Run 1, signal wires by layer:
Drawn at 8 px/um. Two of the layers only.
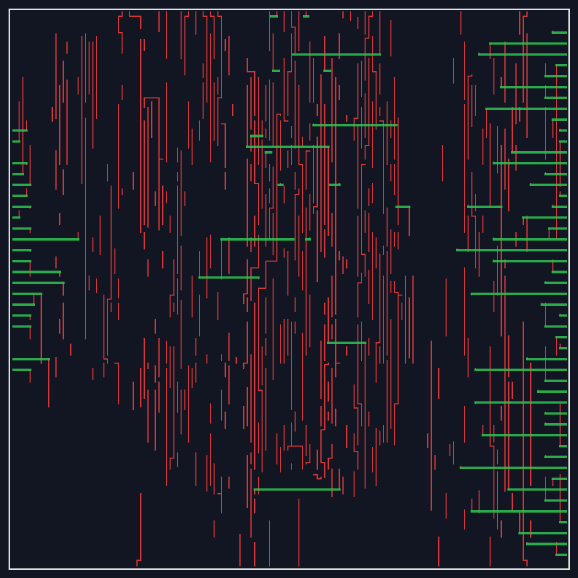
Run 1, power grid:
Drawn at 6 px/um. Pins as bars on the die edge.
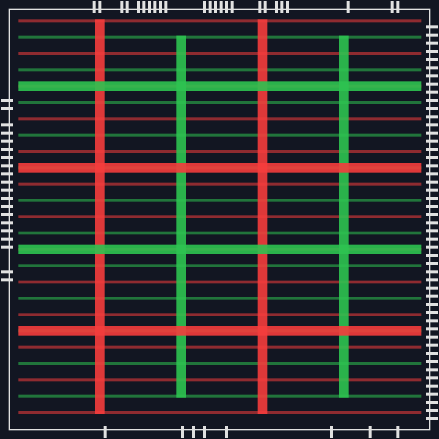
Run 1, clock wires, drivers and flops:
Drawn at 8 px/um.
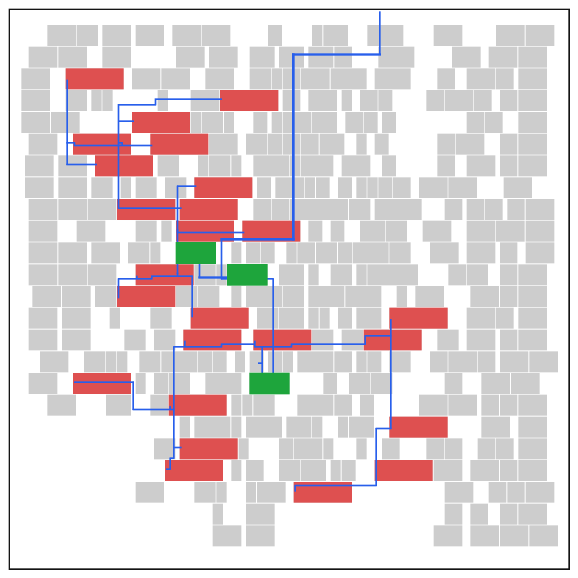
`src/rtl/sprite_pkg.sv`:
```
// Shared types and defaults for the two-port sprite ROM arbiter.
package sprite_pkg;

  localparam int ADDR_W_DEF    = 14;
  localparam int DATA_W_DEF    = 16;
  localparam int BURST_LEN_DEF = 8;
  localparam int ROM_LAT_DEF   = 1;
  // Wide enough for the largest supported burst (16) and drain (3) counts.
  localparam int CNT_W         = 4;

  typedef enum logic [1:0] {
    ST_IDLE  = 2'd0,
    ST_BURST = 2'd1,
    ST_DRAIN = 2'd2
  } state_e;

  localparam logic OWNER_P1 = 1'b0;
  localparam logic OWNER_P2 = 1'b1;

  typedef struct packed {
    logic valid;
    logic owner;
    logic last;
  } tag_t;

endpackage

```
`src/rtl/sprite_tag_pipe.sv`:
```
// Delay line carrying {valid, owner, last} alongside the ROM read latency,
// so each returned word arrives tagged with its requester.
module sprite_tag_pipe
  import sprite_pkg::*;
#(
  parameter int ROM_LAT = ROM_LAT_DEF
) (
  input  logic clock_i,
  input  logic reset_i,
  input  tag_t tag_i,
  output tag_t tag_o
);

  generate
    for (genvar gi = 0; gi < ROM_LAT; gi++) begin : g_stage
      tag_t stage_q;
      if (gi == 0) begin : g_head
        always_ff @(posedge clock_i) begin
          if (reset_i) stage_q <= '0;
          else         stage_q <= tag_i;
        end
      end else begin : g_body
        always_ff @(posedge clock_i) begin
          if (reset_i) stage_q <= '0;
          else         stage_q <= g_stage[gi-1].stage_q;
        end
      end
    end
  endgenerate

  assign tag_o = g_stage[ROM_LAT-1].stage_q;

endmodule

```
`src/rtl/sprite_rom_arbiter.sv`:
```
// Round-robin arbiter letting two sprite fetchers share one ROM port,
// issuing fixed-length address bursts and steering returned words back.
module sprite_rom_arbiter
  import sprite_pkg::*;
#(
  parameter int ADDR_W    = ADDR_W_DEF,
  parameter int DATA_W    = DATA_W_DEF,
  parameter int BURST_LEN = BURST_LEN_DEF,
  parameter int ROM_LAT   = ROM_LAT_DEF
) (
  input  logic              clock,
  input  logic              reset,
  input  logic              p1_req,
  input  logic              p2_req,
  input  logic [ADDR_W-1:0] p1_addr,
  input  logic [ADDR_W-1:0] p2_addr,
  output logic              p1_ack,
  output logic              p2_ack,
  output logic              p1_valid,
  output logic              p2_valid,
  output logic              p1_last,
  output logic              p2_last,
  output logic [DATA_W-1:0] p1_data,
  output logic [DATA_W-1:0] p2_data,
  output logic              rom_en,
  output logic [ADDR_W-1:0] rom_addr,
  input  logic [DATA_W-1:0] rom_data
);

  state_e             state_q, state_d;
  logic [CNT_W-1:0]   cnt_q, cnt_d;
  logic [ADDR_W-1:0]  base_q, base_d;
  logic               owner_q, owner_d;
  logic               last_grant_q, last_grant_d;
  logic               grant_p1;
  tag_t               tag_in, tag_out;

  always_ff @(posedge clock) begin
    if (reset) begin
      state_q      <= ST_IDLE;
      cnt_q        <= '0;
      base_q       <= '0;
      owner_q      <= OWNER_P1;
      last_grant_q <= OWNER_P2;
    end else begin
      state_q      <= state_d;
      cnt_q        <= cnt_d;
      base_q       <= base_d;
      owner_q      <= owner_d;
      last_grant_q <= last_grant_d;
    end
  end

  always_comb begin
    state_d      = state_q;
    cnt_d        = cnt_q;
    base_d       = base_q;
    owner_d      = owner_q;
    last_grant_d = last_grant_q;
    // On a tie, p1 wins only if p2 was the most recent grant.
    grant_p1     = p1_req && (!p2_req || (last_grant_q == OWNER_P2));
    case (state_q)
      ST_IDLE: begin
        if (p1_req || p2_req) begin
          owner_d      = grant_p1 ? OWNER_P1 : OWNER_P2;
          base_d       = grant_p1 ? p1_addr : p2_addr;
          last_grant_d = grant_p1 ? OWNER_P1 : OWNER_P2;
          cnt_d        = '0;
          state_d      = ST_BURST;
        end
      end
      ST_BURST: begin
        if (cnt_q == CNT_W'(BURST_LEN - 1)) begin
          cnt_d   = '0;
          state_d = ST_DRAIN;
        end else begin
          cnt_d = cnt_q + 1'b1;
        end
      end
      ST_DRAIN: begin
        if (cnt_q == CNT_W'(ROM_LAT - 1)) begin
          cnt_d   = '0;
          state_d = ST_IDLE;
        end else begin
          cnt_d = cnt_q + 1'b1;
        end
      end
      default: begin
        cnt_d   = '0;
        state_d = ST_IDLE;
      end
    endcase
  end

  assign rom_en   = (state_q == ST_BURST);
  assign rom_addr = rom_en ? (base_q + ADDR_W'(cnt_q)) : '0;
  assign p1_ack   = rom_en && (cnt_q == '0) && (owner_q == OWNER_P1);
  assign p2_ack   = rom_en && (cnt_q == '0) && (owner_q == OWNER_P2);

  assign tag_in.valid = rom_en;
  assign tag_in.owner = owner_q;
  assign tag_in.last  = rom_en && (cnt_q == CNT_W'(BURST_LEN - 1));

  sprite_tag_pipe #(
    .ROM_LAT (ROM_LAT)
  ) u_tag_pipe (
    .clock_i (clock),
    .reset_i (reset),
    .tag_i   (tag_in),
    .tag_o   (tag_out)
  );

  assign p1_valid = tag_out.valid && (tag_out.owner == OWNER_P1);
  assign p2_valid = tag_out.valid && (tag_out.owner == OWNER_P2);
  assign p1_last  = p1_valid && tag_out.last;
  assign p2_last  = p2_valid && tag_out.last;
  assign p1_data  = p1_valid ? rom_data : '0;
  assign p2_data  = p2_valid ? rom_data : '0;

endmodule

```
`config.mk`:
```
export PLATFORM = sky130hd
export DESIGN_NAME = sprite_rom_arbiter
export DESIGN_NICKNAME = d
export VERILOG_FILES = /design/src/rtl/sprite_pkg.sv /design/src/rtl/sprite_tag_pipe.sv /design/src/rtl/sprite_rom_arbiter.sv
export SDC_FILE = /design/constraint.sdc
export NUM_CORES = 1
export LEC_CHECK = 0
export CORE_UTILIZATION = 40
export CTS_BUF_LIST = sky130_fd_sc_hd__clkbuf_8
export CTS_CLUSTER_SIZE = 40
export DETAILED_ROUTE_END_ITERATION = 10
export GPL_ROUTABILITY_DRIVEN = 0
export PLACE_DENSITY = 0.83
export SLEW_MARGIN = 30
export SYNTH_ARGS = -nofsm -noshare
export SYNTH_HDL_FRONTEND = slang
export SYNTH_SLANG_ARGS = --single-unit
export TNS_END_PERCENT = 5
```
`constraint.sdc`:
```
create_clock -name clock -period 2.93 [get_ports clock]
set_input_delay 0.586 -clock clock [delete_from_list [all_inputs] [get_ports clock]]
set_output_delay 0.586 -clock clock [all_outputs]
set_load 0.01 [all_outputs]
```
==> flow_summary.toml, run 1 <==
# yosys + openroad results
[outcome]
status = "finished, final reports clean"

[logic_synthesis]
netlist.top_cell.by_instances = "nor2_1"
syn_area_per_cell_um2 = 7.83
synth_cell_types = 39
syn_nets = 293
area_leaders = "dfxtp_1 27%, mux2i_1 9.8%, a211oi_1 7.8%"
flop_cell = "dfxtp_1"
ys_chip_area_um2 = 1840
top_cell_area_share_pct = 27.2
ys_warn_count = 0
netlist_area_um2 = 1840
ys_cells = 235
ys_seq_share_pct = 27.2
numSynthFlops = 25

[setup_path]
reg2reg_depth = 7
worstSetupStartpointType = "register"
end_kind = "output port"
cp.arrival_ps = 2240
required_ps = 2340

[route]
drc = 0
vias_per_cell = 5.43
dr.pass1.iters = 4
drt-initial-drc-count = 60
ant_nets = 0

[sta]
fmax_mhz = 354
tightest_slew_ps = 721
finalSetupViolCount = 0
fin_crit_ps = 2820
hold-worst-slack_ps = 512
hold_violations = 0
fin_skew_ps = 2.91

[pwr]
p_leak_uw = 0.00130
p_total_uw = 1160

[finish]
drive_above_1_share_pct = 9.12
syn_to_final_growth_pct = 64.9
utilization_pct = 69.2
antenna_cells = 0

[grt]
grt_pass1_vias = 1976
overflow = 0
grt_pass1_wl_um = 8580
grt_max_degree = 30

[die]
floorplan.core_util_pct = 42.0
io_pins = 101
row_count = 24
chipArea_um2 = 4870

[clocking]
cts_max_level = 1
postCtsHoldBufs = 0
clock_latency_ps = 270
cts_sinks = 25
cts_buffers = 3
cts_root_buffer = "clkbuf_8"
max-clock-path-buffers = 2
clk_pin_slew_worst_paths_ps = 90
cts_tree = "built"
postCtsSetupBuffers = 0

[flow_run]
warnings = 31
maxCapViolCount = 0

[hold_path]
holdPathStages = 2
hold_path.class = "register to register"

[place]
io_buffers = 100
dp.final_hpwl_um = 4040
About 'signal wires by layer':
Key: M2 = red [wire length 2460 um]; M3 = green [wire length 366 um]
drt total wl: 5160 um
DR vias: 2128
post-DR wirelength/cell: 13.2 um
GRT Total Usage: 20.9%

About 'power grid':
Key: VDD = green; VSS = red
4 straps on met4. 25 met1 rails follow the rows.
Peak supply drop: 0.000283 V
Core Box Area: 4380 um2
Die H: 69.8 um
Die Wd: 69.8 um

About 'clock wires, drivers and flops':
Key: flip-flops = red [count 25]; clock-net drivers = green [count 3]; clock wires = blue [length 295 um]
There are 4 routed clock nets.
Clock Power Share: 17.4%
Clk. pwr: 202 uW

-- run 1: where the power goes --
| group | total, uW | internal, uW | switching [uW] | leakage, uW |
|---|---|---|---|---|
| logic | 501 | 255 | 246 | 0.00106 |
| clock network | 202 | 95.0 | 107 | 0.0000255 |
| registers | 458 | 394 | 63.7 | 0.000206 |
| total | 1160 | 744 | 416 | 0.00130 |
-- run 1: area by class of cell --
class,count,area [um2],share of cell area [%]
Sequential cell,25,500,16.5
Clock buffer,3,41.3,1.36
Multi-Input combinational cell,187,1290,42.5
Tap cell,52,65.1,2.15
Clock inverter,1,5.00,0.165
Timing Repair Buffer,112,1090,35.8
Inverter,12,45.0,1.49
-- run 1: final timing paths --
kind	end	slack (ps)	start
setup / recovery	rom_addr[10]	110	cnt_q[0]
hold / removal	base_q[0]	510	base_q[0]
setup reg to reg	state_q[1]	1050	state_q[1]
hold reg to reg	base_q[0]	510	base_q[0]
-- run 1: worst max-delay path: stages (launching register included) --
cell and delay (ps):
dfxtp_1 340, ha_1 170, inv_1 60, fa_1 390, nor2b_2 170, o21ai_2 120
a21oi_1 240, mux2i_1 200, dlygate4sd2_1 280
-- run 1: placed cells by master (no fill, tap or decap), types with 2 or more instances in the layout --
cell             count
a211oi_1            18
a21oi_1             10
a21oi_2              2
and2_1              20
and3_1              17
buf_4               12
clkbuf_2             2
clkbuf_8             3
clkdlybuf4s50_1     90
dfxtp_1             25
dlygate4sd2_1        4
dlymetal6s2s_1       4
ha_1                 9
inv_1               12
mux2i_1             18
nand2_1             11
nand2b_1             4
nand3_1              5
nand4_1              2
nor2_1              26
nor2b_1              3
nor3_1               4
o21a_1               2
o21ai_0              6
o21ai_2              2
o31ai_1              2
or3_1                5
-- run 1: logic make-up (layout without fill, tap and decap cells) --
family	after synthesis	count (layout)	share of synthesized area (%)
adder cells (fa/ha/maj)	10	10	7.21
multiplexers	18	18	9.80
AND/OR/NAND/NOR	107	107	32.2
buffers and inverters	24	128	5.10
flip-flops	25	25	27.2
AND-OR/OR-AND	51	52	18.5
-- run 1: through the flow --
step	std cells	TNS (ps)	worst slack, ps	cell area, um2
after CTS	391	-0.786	-0.786	3000
after floorplan	235	0	430	1840
after global routing	392	-37.7	-28.8	3030
after detailed placement	387	-141	-141	2950
final	392	0	108	3030
after global placement	387	-6.45	-6.45	2950
-- run 1: registers in the layout (all words and copies together) (netlist names) --
register	cells
base_q	14
owner_q	1
cnt_q	4
u_tag_pipe.tag_o	3
state_q	2
last_grant_q	1
-- run 1: per-layer routing --
metal / wire (um) / vias up / track usage, % / part of all wire [%]
met5: 0 / - / 0 / 0
met4: 106 / 0 / 8.44 / 2.1
met3: 365 / 12 / 4.22 / 7.1
met2: 2460 / 93 / 34.9 / 48
met1: 2230 / 970 / 26.3 / 43
li1: - / 1053 / - / -
-- run 1: what timing repair did --
item | 4_1_cts | 5_1_grt
gates cloned | 0 | 1
gates resized | 11 | 13
setup endpoints to repair | 10 | 7
pin swaps | 2 | 1
hold endpoints to repair | 0 | 0
==> run 1 -> run 2 <==
==> constraint.sdc (replaced) <==
create_clock -name clock -period 2.8 [get_ports clock]
set_input_delay 0.56 -clock clock [delete_from_list [all_inputs] [get_ports clock]]
set_output_delay 0.56 -clock clock [all_outputs]
set_load 0.01 [all_outputs]
Run 2, clock wires, drivers and flops:
Drawn at 8 px/um.
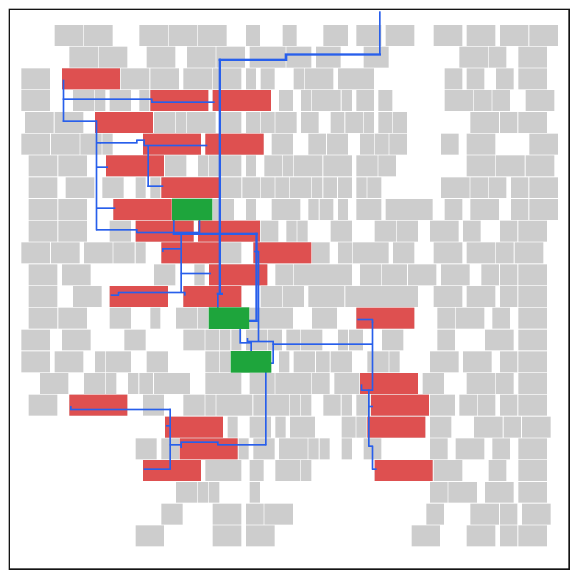
Key: flip-flops = red [count 25]; clock wires = blue [length 305 um]; clock-net drivers = green [count 3]
There are 4 routed clock nets.
Clock Power Share: 17.8%
Latency at later pin: 270 ps
Clk. pwr: 218 uW
clk_skew: 2.18 ps

==> flow_summary.toml, run 2 <==
# yosys + openroad results
[finish]
layout_top_cell = "clkdlybuf4s50_1"
largest_reg_flops = 14
top_register = "base_q"
antenna_cells = 0
nets = 402
mostFrequentLayoutCells = "90 x clkdlybuf4s50_1, 26 x nor2_1, 24 x dfxtp_1"
stdcell_count = 395
drive_above_1_share_pct = 10.5
syn_to_final_growth_pct = 65.7
fillers = 369

[sta]
fmax_mhz = 362
finalSetupViolCount = 0
hold_violations = 0
rsz0062_at_grt = "yes"
final_max_slew_viol_count = 0
fin_crit_sh_pct = 98.6
setup_tns_ps = 0
fin_crit_ps = 2760
maxSlewHeadroom_pct = 52.6
tightest_slew_ps = 707

[route]
drt-initial-drc-count = 55
ant_nets = 0
wirelength_um = 5020
dr_total_vias = 2128
drc = 0
wl_per_cell_um = 12.7
dr.pass1.iters = 4
vias_per_cell = 5.39

[setup_path]
crit_family = "adder cells"
end_kind = "output port"
slowest_stage = "fa_1"
worstSetupStartpointType = "register"
crit_path_max_incr_delay_ps = 390
reg2reg_depth = 6
worst-path-buf-inv = 2
crit_cells = 8
critPathKind = "register to output port"
cp.arrival_ps = 2200
critPathMaxFanout = 6
crit_chain = "ha_2, inv_1, fa_1, nor2b_2, o21ai_2, a21oi_1, mux2i_1, dlygate4sd2_1"
required_ps = 2240

[die]
chipArea_um2 = 4870
core_area_um2 = 4380
dieWidth_um = 69.8
row_count = 24
dieHeight_um = 69.8
io_pins = 101
floorplan.core_util_pct = 42.0

[grt]
track_usage_pct = 20.7
overflow = 0
antenna_found_initial = 0
grt_pass1_vias = 1966
grt_max_degree = 30
grt_pass1_wl_um = 8340

[hold_path]
holdPathStages = 1
hold_path.class = "register to register"

[pwr]
p_leak_uw = 0.00126
p_per_area_nw_per_um2 = 403

[clocking]
max-clock-path-buffers = 2
cts_buffers = 3
cts_sinks = 25
cts_root_buffer = "clkbuf_8"
clk_pin_slew_worst_paths_ps = 90
cts_max_level = 1
cts_tree = "built"

[flow_run]
maxCapViolCount = 0
warnings = 31

[logic_synthesis]
top_cell_area_share_pct = 27.2
yosys-top-cells-count = "26 x nor2_1, 25 x dfxtp_1, 20 x and2_1"
ys_seq_share_pct = 27.2
netlist.top_cell.by_instances = "nor2_1"
edf_count = 0
ys_cells = 235
ys_chip_area_um2 = 1840
synth.largest_area_cell = "dfxtp_1"
syn_inst = 235
numSynthFlops = 25
area_leaders = "dfxtp_1 27%, mux2i_1 9.8%, a211oi_1 7.8%"
ys_warn_count = 0
synth_cell_types = 39
flop_cell = "dfxtp_1"
synthArstFlopShare_pct = 0
netlist_area_um2 = 1840
syn_area_per_cell_um2 = 7.83
syn_nets = 293

[outcome]
status = "finished, final reports clean"

[place]
io_buffers = 100
dpl.cell_count = 390
dp.final_hpwl_um = 4020
Run 2, power grid:
Drawn at 6 px/um. Pins as bars on the die edge.
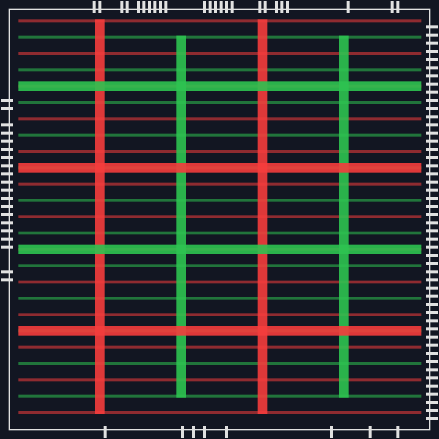
Key: VSS = red; VDD = green
101 signal pins sit on the boundary. 4 straps on met5.
Peak supply drop: 0.000318 V

run 2: stage by stage:
step | setup WS (ps) | power [uW] | instance area (um2) | util (%) | hold WS, ps
after floorplan | 326 | 763 | 1840 | - | 452
after global placement | -114 | 1000 | 2970 | 67.7 | 479
after detailed placement | -169 | 1020 | 2970 | 67.7 | 490
after CTS | -102 | 1220 | 3030 | 69.1 | 511
after global routing | -71.6 | 1310 | 3050 | 69.5 | 541
final | 38.7 | 1230 | 3050 | 69.5 | 504
run 2: what timing repair did:
| action | 4_1_cts | 5_1_grt |
|---|---|---|
| hold endpoints to repair | 0 | 0 |
| setup buffers | 0 | 1 |
| resized | 15 | 11 |
| endpoints found under the setup margin | 10 | 8 |
| hold buffers | 0 | 0 |
| pin swaps | 3 | 4 |
run 2: logic make-up after synthesis:
logic type	Yosys count	synth area share, %
AND-OR/OR-AND	51	18.5
adder cells (fa/ha/maj)	10	7.21
buffers and inverters	24	5.10
flip-flops	25	27.2
multiplexers	18	9.80
AND/OR/NAND/NOR	107	32.2
run 2: worst paths after layout:
check / slack (ps) / startpoint / end
setup / recovery: 40 / cnt_q[0] / rom_addr[8]
hold / removal: 500 / state_q[1] / state_q[1]
setup reg to reg: 930 / cnt_q[1] / cnt_q[1]
hold reg to reg: 500 / state_q[1] / state_q[1]
run 2: power breakdown:
group	internal [uW]	leakage [uW]	switching (uW)
clock	101	0.0000217	117
sequential	412	0.000207	53.2
combinational	274	0.00103	269
run 2: area by class of cell:
type / instances / area [um2] / area share [%]
clock buffers: 3 / 41.3 / 1.35
clock inverters: 1 / 7.51 / 0.246
inverters: 12 / 45.0 / 1.48
multi-input cells: 186 / 1280 / 42.2
flip-flops and latches: 25 / 502 / 16.5
well taps: 52 / 65.1 / 2.13
repair buffers: 116 / 1100 / 36.2
run 2: layer usage:
layer,GRT usage [%],vias up,wire [um]
met3,4.22,8,396
li1,-,1058,-
met2,35.9,95,2420
met4,9.33,0,70
met1,24.4,967,2130
met5,0,-,0
==> run 2 -> run 3 <==
--- a/config.mk
+++ b/config.mk
@@ -10,7 +10,7 @@
 export CTS_CLUSTER_SIZE = 40
 export DETAILED_ROUTE_END_ITERATION = 10
 export GPL_ROUTABILITY_DRIVEN = 0
-export PLACE_DENSITY = 0.83
+export PLACE_DENSITY = 0.87
 export SLEW_MARGIN = 30
 export SYNTH_ARGS = -nofsm -noshare
 export SYNTH_HDL_FRONTEND = slang
Run 3, clock wires, drivers and flops:
Drawn at 8 px/um.
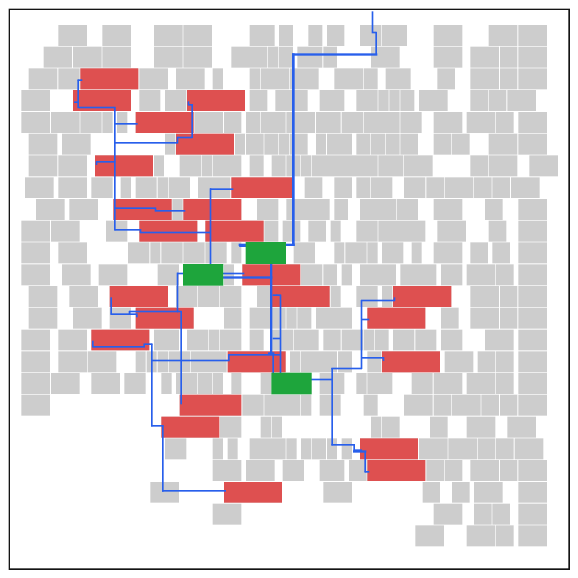
Key: clock wires = blue [length 303 um]; flip-flops = red [count 25]; clock-net drivers = green [count 3]
There are 4 routed clock nets.

==> flow_summary.toml, run 3 <==
# yosys + openroad results
[outcome]
status = "finished with violations"
violations = "negative setup slack"

[setup_path]
r2r-end = "state_q[0]"
required_ps = 2240
reg2reg_depth = 6
critPathMaxFanout = 7
worstSetupStartpointType = "register"
r2r_setup_slack_ps = 910
end_kind = "output port"
r2r-start = "cnt_q[0]"
critPathKind = "register to output port"
cp.arrival_ps = 2320

[logic_synthesis]
yosys-top-cells-count = "26 x nor2_1, 25 x dfxtp_1, 20 x and2_1"
area_leaders = "dfxtp_1 27%, mux2i_1 9.8%, a211oi_1 7.8%"
ys_chip_area_um2 = 1840
syn_nets = 293
top_cell_area_share_pct = 27.2
ys_cells = 235
netlist_area_um2 = 1840
netlist.top_cell.by_instances = "nor2_1"
edf_count = 0
ys_seq_share_pct = 27.2
syn_inst = 235
ys_warn_count = 0
flop_cell = "dfxtp_1"
numSynthFlops = 25
synth_cell_types = 39
synth.largest_area_cell = "dfxtp_1"
syn_area_per_cell_um2 = 7.83
synthArstFlopShare_pct = 0

[sta]
setup_tns_ps = -80.1
hold_violations = 0
finalSetupViolCount = 1
tightest_slew_ps = 711
fin_ws_ps = -80.1
final_max_slew_viol_count = 0
fin_crit_sh_pct = 103
fin_crit_ps = 2880
fin_skew_ps = 1.21
maxSlewHeadroom_pct = 52.3
fmax_mhz = 347
rsz0062_at_grt = "yes"

[hold_path]
hold_path.class = "register to register"
whs_endpoint = "state_q[1]"
holdPathStages = 1
min-delay-start = "state_q[1]"

[clocking]
cts_sinks = 25
clk_pin_slew_worst_paths_ps = 90
clock_latency_ps = 270
cts_root_buffer = "clkbuf_8"
postCtsHoldBufs = 0
cts_max_level = 1
cts_tree = "built"
cts_buffers = 3
max-clock-path-buffers = 2

[grt]
grt_pass1_wl_um = 8970
antenna_found_initial = 0
grt_pass1_vias = 2061
track_usage_pct = 22.0
grt_max_degree = 30
overflow = 0

[place]
postPlaceCellArea_um2 = 2990
dpl.cell_count = 393
dp.final_hpwl_um = 4310
io_buffers = 100

[die]
io_pins = 101
chipArea_um2 = 4870
dieWidth_um = 69.8
row_count = 24
core_area_um2 = 4380
dieHeight_um = 69.8

[route]
ant_nets = 0
drt-initial-drc-count = 113
wl_per_cell_um = 13.9
drc = 0
wirelength_um = 5530
dr_total_vias = 2183
vias_per_cell = 5.48
dr.pass1.iters = 4

[finish]
nets = 405
largest_reg_flops = 14
drive_above_1_share_pct = 12.1
antenna_cells = 0
comb_area_um2 = 1280
syn_to_final_growth_pct = 66.5
fillers = 358
final_area_um2 = 3060
top_register = "base_q"
layout_top_cell = "clkdlybuf4s50_1"
seq_area_um2 = 503
mostFrequentLayoutCells = "90 x clkdlybuf4s50_1, 26 x nor2_1, 23 x dfxtp_1"
stdcell_count = 398

[pwr]
p_leak_uw = 0.00128
p_per_area_nw_per_um2 = 408
p_total_uw = 1250
peakVddDrop_v = 0.000314

[flow_run]
maxCapViolCount = 0
warnings = 31
Run 3, cell density map:
Drawn at 4 px/um. The die is cut into 7 by 7 equal tiles; white is low, dark blue is high, 0 to 100% covered.
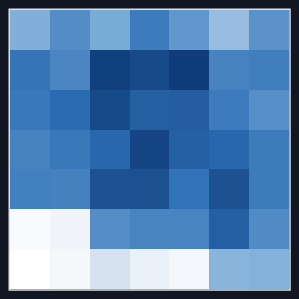
The fullest tile reaches 95%. The emptiest ninth of the die: south-west. The densest ninth of the die: centre. The mean over all tiles is 62%. 31% of the tiles are over 75% full.
fin util: 69.9%
fp_density: 42.0%

[run 3: cell counts after synthesis]
Identical to the previous run, type by type.
[run 3: area by class of cell]
class / instances / share of cell area (%)
multi-input cells: 186 / 41.8
repair buffers: 119 / 36.6
flip-flops and latches: 25 / 16.4
well taps: 52 / 2.12
inverters: 12 / 1.47
clock buffers: 3 / 1.35
clock inverters: 1 / 0.245
[run 3: how the worst max path moves through the flow]
stage | start | end | cells past startpoint | slack, ps
5_1_grt | base_q[1] | rom_addr[13] | 7 | -140
6_report | base_q[1] | rom_addr[13] | 7 | -80
2_1_floorplan | cnt_q[0] | rom_addr[12] | 7 | 330
4_1_cts | base_q[1] | rom_addr[9] | 6 | -130
3_5_place_dp | cnt_q[0] | rom_addr[8] | 9 | -100
3_3_place_gp | cnt_q[0] | rom_addr[10] | 9 | 10
[run 3: metal layers]
layer	global-route usage [%]	part of all wire, %	vias to the layer above
met5	0	0	-
met4	5.56	0.98	0
met3	3.34	7.2	7
met2	41.5	51	101
met1	25.5	41	1003
li1	-	-	1072
[run 3: stage by stage]
stage	setup slack, ps	hold slack (ps)
after floorplan	326	452
after global placement	10.8	480
after detailed placement	-96.0	492
after CTS	-126	513
after global routing	-144	543
final	-80.1	514
[run 3: where the power goes]
group / leakage (uW) / switching [uW] / total [uW] / internal [uW]
Clock: 0.0000217 / 122 / 223 / 101
Combinational: 0.00105 / 278 / 559 / 280
Sequential: 0.000207 / 53.7 / 467 / 413
Total: 0.00128 / 454 / 1250 / 794
[run 3: critical path, stage by stage (launching register included)]
cell           delay (ps)
dfxtp_2               350
ha_1                  310
a211o_1               200
a21oi_4                90
buf_4                 160
or4_1                 460
a21oi_1               200
dlygate4sd2_1         290
[run 3: cell families after synthesis]
kind of cell / synth area share, %
buffers and inverters: 5.10
muxes: 9.80
AOI/OAI and AO/OA: 18.5
and+or+nand+nor: 32.2
adders and majority gates: 7.21
DFF: 27.2
[run 3: what timing repair did]
item / in CTS / in global routing
pin swaps: 1 / 1
setup endpoints to repair: 10 / 8
gates resized: 23 / 11
setup buffers: 0 / 1
Power figures rest on the tool's default switching activity, not on a simulated workload.
